Figure 1. Met2 routing.
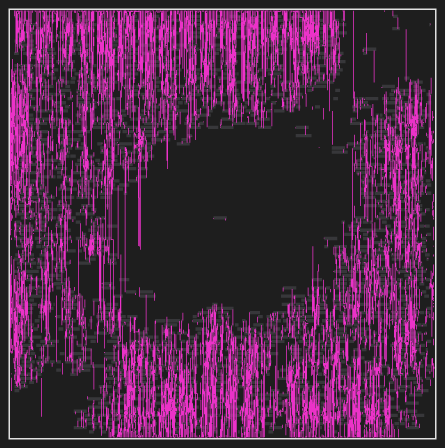
Figure 2. Signal wires on met1.
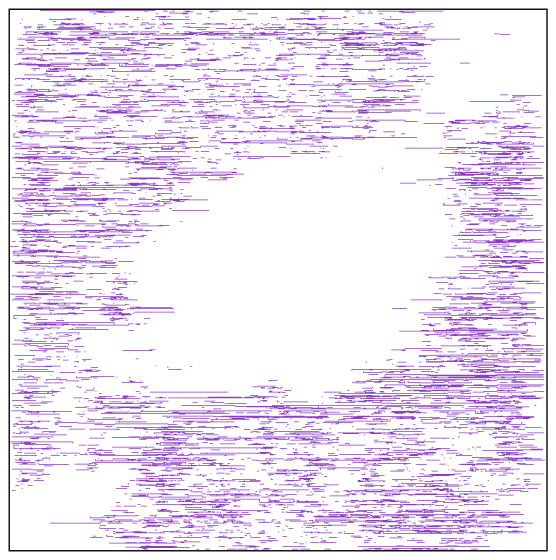
Figure 3. Cell area per tile.
28 x 28 tiles, from white (low) to dark blue (high), 0 to 100% covered.
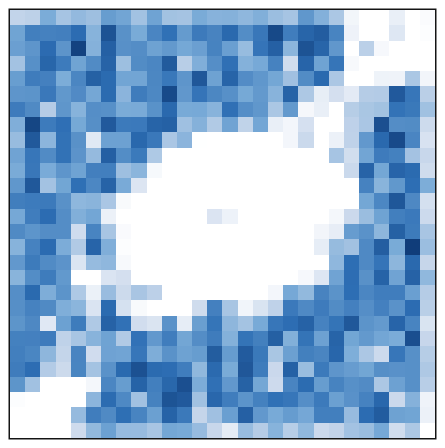
Figure 4. Placed standard cells.
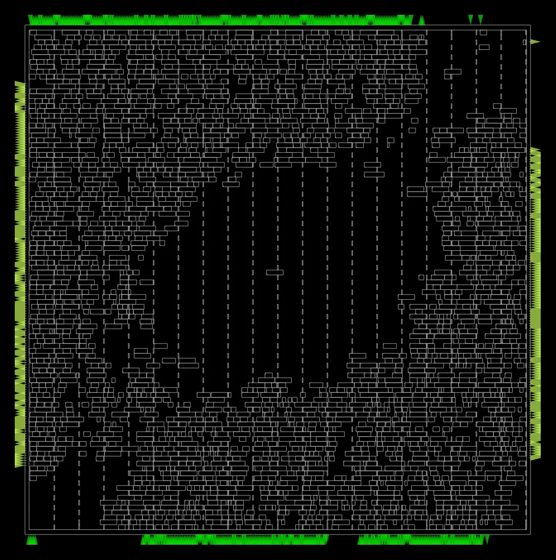
**src/rtl/cacheline_adaptor.sv**
```systemverilog
// Bridges the cache's wide line port to a narrow burst memory port: writebacks are
// serialised into beats, fills are assembled from beats, and each ends with a resp_o pulse.
module cacheline_adaptor #(
    parameter int unsigned LINE_W  = 256,
    parameter int unsigned BURST_W = 64
) (
    input  logic               clk,
    input  logic               rst_n,
    input  logic [LINE_W-1:0]  line_i,
    output logic [LINE_W-1:0]  line_o,
    input  logic [31:0]        address_i,
    input  logic               read_i,
    input  logic               write_i,
    output logic               resp_o,
    input  logic [BURST_W-1:0] burst_i,
    output logic [BURST_W-1:0] burst_o,
    output logic [31:0]        address_o,
    output logic               read_o,
    output logic               write_o,
    input  logic               resp_i
);
    localparam int unsigned Beats = LINE_W / BURST_W;
    localparam int unsigned CntW  = (Beats > 1) ? $clog2(Beats) : 1;
    localparam logic [CntW-1:0] LastBeat = CntW'(Beats - 1);

    typedef enum logic [1:0] {StIdle, StRead, StWrite, StDone} state_e;

    state_e            state_q, state_d;
    logic [CntW-1:0]   cnt_q, cnt_d;
    logic [31:0]       addr_q, addr_d;
    logic [LINE_W-1:0] buf_q, buf_d;
    logic [LINE_W-1:0] line_q, line_d;
    logic              last_beat;

    assign last_beat = (cnt_q == LastBeat);

    always_ff @(posedge clk or negedge rst_n) begin
        if (!rst_n) begin
            state_q <= StIdle;
            cnt_q   <= '0;
            addr_q  <= '0;
            buf_q   <= '0;
            line_q  <= '0;
        end else begin
            state_q <= state_d;
            cnt_q   <= cnt_d;
            addr_q  <= addr_d;
            buf_q   <= buf_d;
            line_q  <= line_d;
        end
    end

    // Writeback takes priority; the cache reissues a pending fill after the writeback completes.
    always_comb begin
        state_d = state_q;
        unique case (state_q)
            StIdle: begin
                if (write_i) begin
                    state_d = StWrite;
                end else if (read_i) begin
                    state_d = StRead;
                end
            end
            StRead, StWrite: begin
                if (resp_i && last_beat) begin
                    state_d = StDone;
                end
            end
            StDone:  state_d = StIdle;
            default: state_d = StIdle;
        endcase
    end

    always_comb begin
        cnt_d  = cnt_q;
        addr_d = addr_q;
        buf_d  = buf_q;
        line_d = line_q;
        unique case (state_q)
            StIdle: begin
                if (write_i || read_i) begin
                    addr_d = {address_i[31:5], 5'b0};
                end
                if (write_i) begin
                    buf_d = line_i;
                end
            end
            StRead: begin
                if (resp_i) begin
                    for (int b = 0; b < Beats; b++) begin
                        if (cnt_q == CntW'(b)) begin
                            line_d[b*BURST_W +: BURST_W] = burst_i;
                        end
                    end
                    // Counter only returns to zero through StDone.
                    cnt_d = last_beat ? cnt_q : cnt_q + CntW'(1);
                end
            end
            StWrite: begin
                if (resp_i) begin
                    cnt_d = last_beat ? cnt_q : cnt_q + CntW'(1);
                end
            end
            StDone:  cnt_d = '0;
            default: cnt_d = '0;
        endcase
    end

    always_comb begin
        read_o  = (state_q == StRead);
        write_o = (state_q == StWrite);
        resp_o  = (state_q == StDone);
        burst_o = '0;
        for (int b = 0; b < Beats; b++) begin
            if (cnt_q == CntW'(b)) begin
                burst_o = buf_q[b*BURST_W +: BURST_W];
            end
        end
    end

    assign line_o    = line_q;
    assign address_o = addr_q;

endmodule

```
**config.mk**
```make
export PLATFORM = sky130hd
export DESIGN_NAME = cacheline_adaptor
export DESIGN_NICKNAME = d
export VERILOG_FILES = /design/src/rtl/cacheline_adaptor.sv
export SDC_FILE = /design/constraint.sdc
export NUM_CORES = 1
export LEC_CHECK = 0
export CAP_MARGIN = 20
export CORE_AREA = 2 2 279 281
export DETAILED_ROUTE_END_ITERATION = 10
export DIE_AREA = 0 0 281 283
export SYNTH_ARGS = -nofsm -noshare
export SYNTH_HDL_FRONTEND = slang
export SYNTH_SLANG_ARGS = --single-unit
```
**constraint.sdc**
```tcl
create_clock -name clk -period 2.4 [get_ports clk]
set_clock_uncertainty 0.15 [all_clocks]
set_input_delay 0.36 -clock clk [delete_from_list [all_inputs] [get_ports clk]]
set_output_delay 0.36 -clock clk [all_outputs]
set_load 0.01 [all_outputs]
```
==> summary.json <==
{
  "setup-tns-final_ns": -28.38,
  "edf_count": 0,
  "floorplan.rows": 102,
  "report.final.setup_viol": 64,
  "first_global_vias": 17146,
  "synth_cells": 1478,
  "logic_area_mm2": 0.008607,
  "seq_cell_power_uw": 16500,
  "nonClkBufAreaFrac_pct": 24.61,
  "chipHeight_um": 283,
  "clock_sinks": 543,
  "use_met1_pct": 20.95,
  "cell_count_listed_in_synth_stat_txt": 1478,
  "area_growth_pct": 53.38,
  "power_switching_uw": 16580,
  "nNonClkInverters": 5,
  "comb_cell_power_uw": 22300,
  "ff_type": "sky130_fd_sc_hd__dfrtp_1",
  "maximum_number_of_pins_on_one_net_before_global_route_repair": 67,
  "cap_viol_max_count": 0,
  "globalRouteMet3Util_pct": 6.020,
  "placement.cell_area_mm2": 0.03132,
  "worst_r2r_startpoint": "cnt_q[0]",
  "power.clock.total_uw": 10000,
  "cp_slowest_stage_delay_ns": 0.40,
  "yosys-top-cells-count": "sky130_fd_sc_hd__dfrtp_1 (543), sky130_fd_sc_hd__mux2_2 (540), sky130_fd_sc_hd__nand2_1 (67)",
  "worst_ep_required_time_ns": 1.89,
  "first_pass_grt_wire_length_mm": 112.1,
  "post-route-drc-count": 0,
  "failing_checks": "negative setup slack",
  "outcome": "finished with violations",
  "async_reset_ff_share_pct": 100.0,
  "place_hpwl_mm": 56.31,
  "comb_area_share_pct": 25.17,
  "worst_slack_ns": -0.5498,
  "netlist_area_mm2": 0.02229,
  "tritoncts.num_buffers": 66,
  "leakage_uw": 0.01446,
  "fin_hold_ws_ns": 0.1439,
  "synth.comb.largest_family": "multiplexers",
  "crit_top_cell": "sky130_fd_sc_hd__buf_12",
  "warning_count": 41,
  "fin_area_mm2": 0.03419,
  "worst_setup_path_endpoint": "burst_o[26]",
  "cts_root_buf": "sky130_fd_sc_hd__clkbuf_16",
  "post_cts_hold_buffer_count": 1,
  "most_common_cell": "sky130_fd_sc_hd__dfrtp_1"
}
Notes on Figure 1 above:
share of all routed wire: 51%
wire length on this layer: 39.3 mm
longest straight run: 94.2 um
nets with wire on the layer: 2478
main direction: vertical
routed via count: 15746
met2 usage: 32.04%
routed wire length: 77.17 mm

Notes on Figure 2 above:
nets with wire on the layer: 2377
longest straight run: 69.0 um
share of all routed wire: 37%

Notes on Figure 3 above:
nearly empty tiles: 22%
emptiest ninth of the die: centre
fullest tile: 95%
densest ninth of the die: upper left
effective utilization at floorplan: 29.07%
end-of-flow core utilization: 44.58%
area of the core: 0.07670 mm2

Notes on Figure 4 above:
Finished Layout Cells: 3382
layout sequential cell count: 543

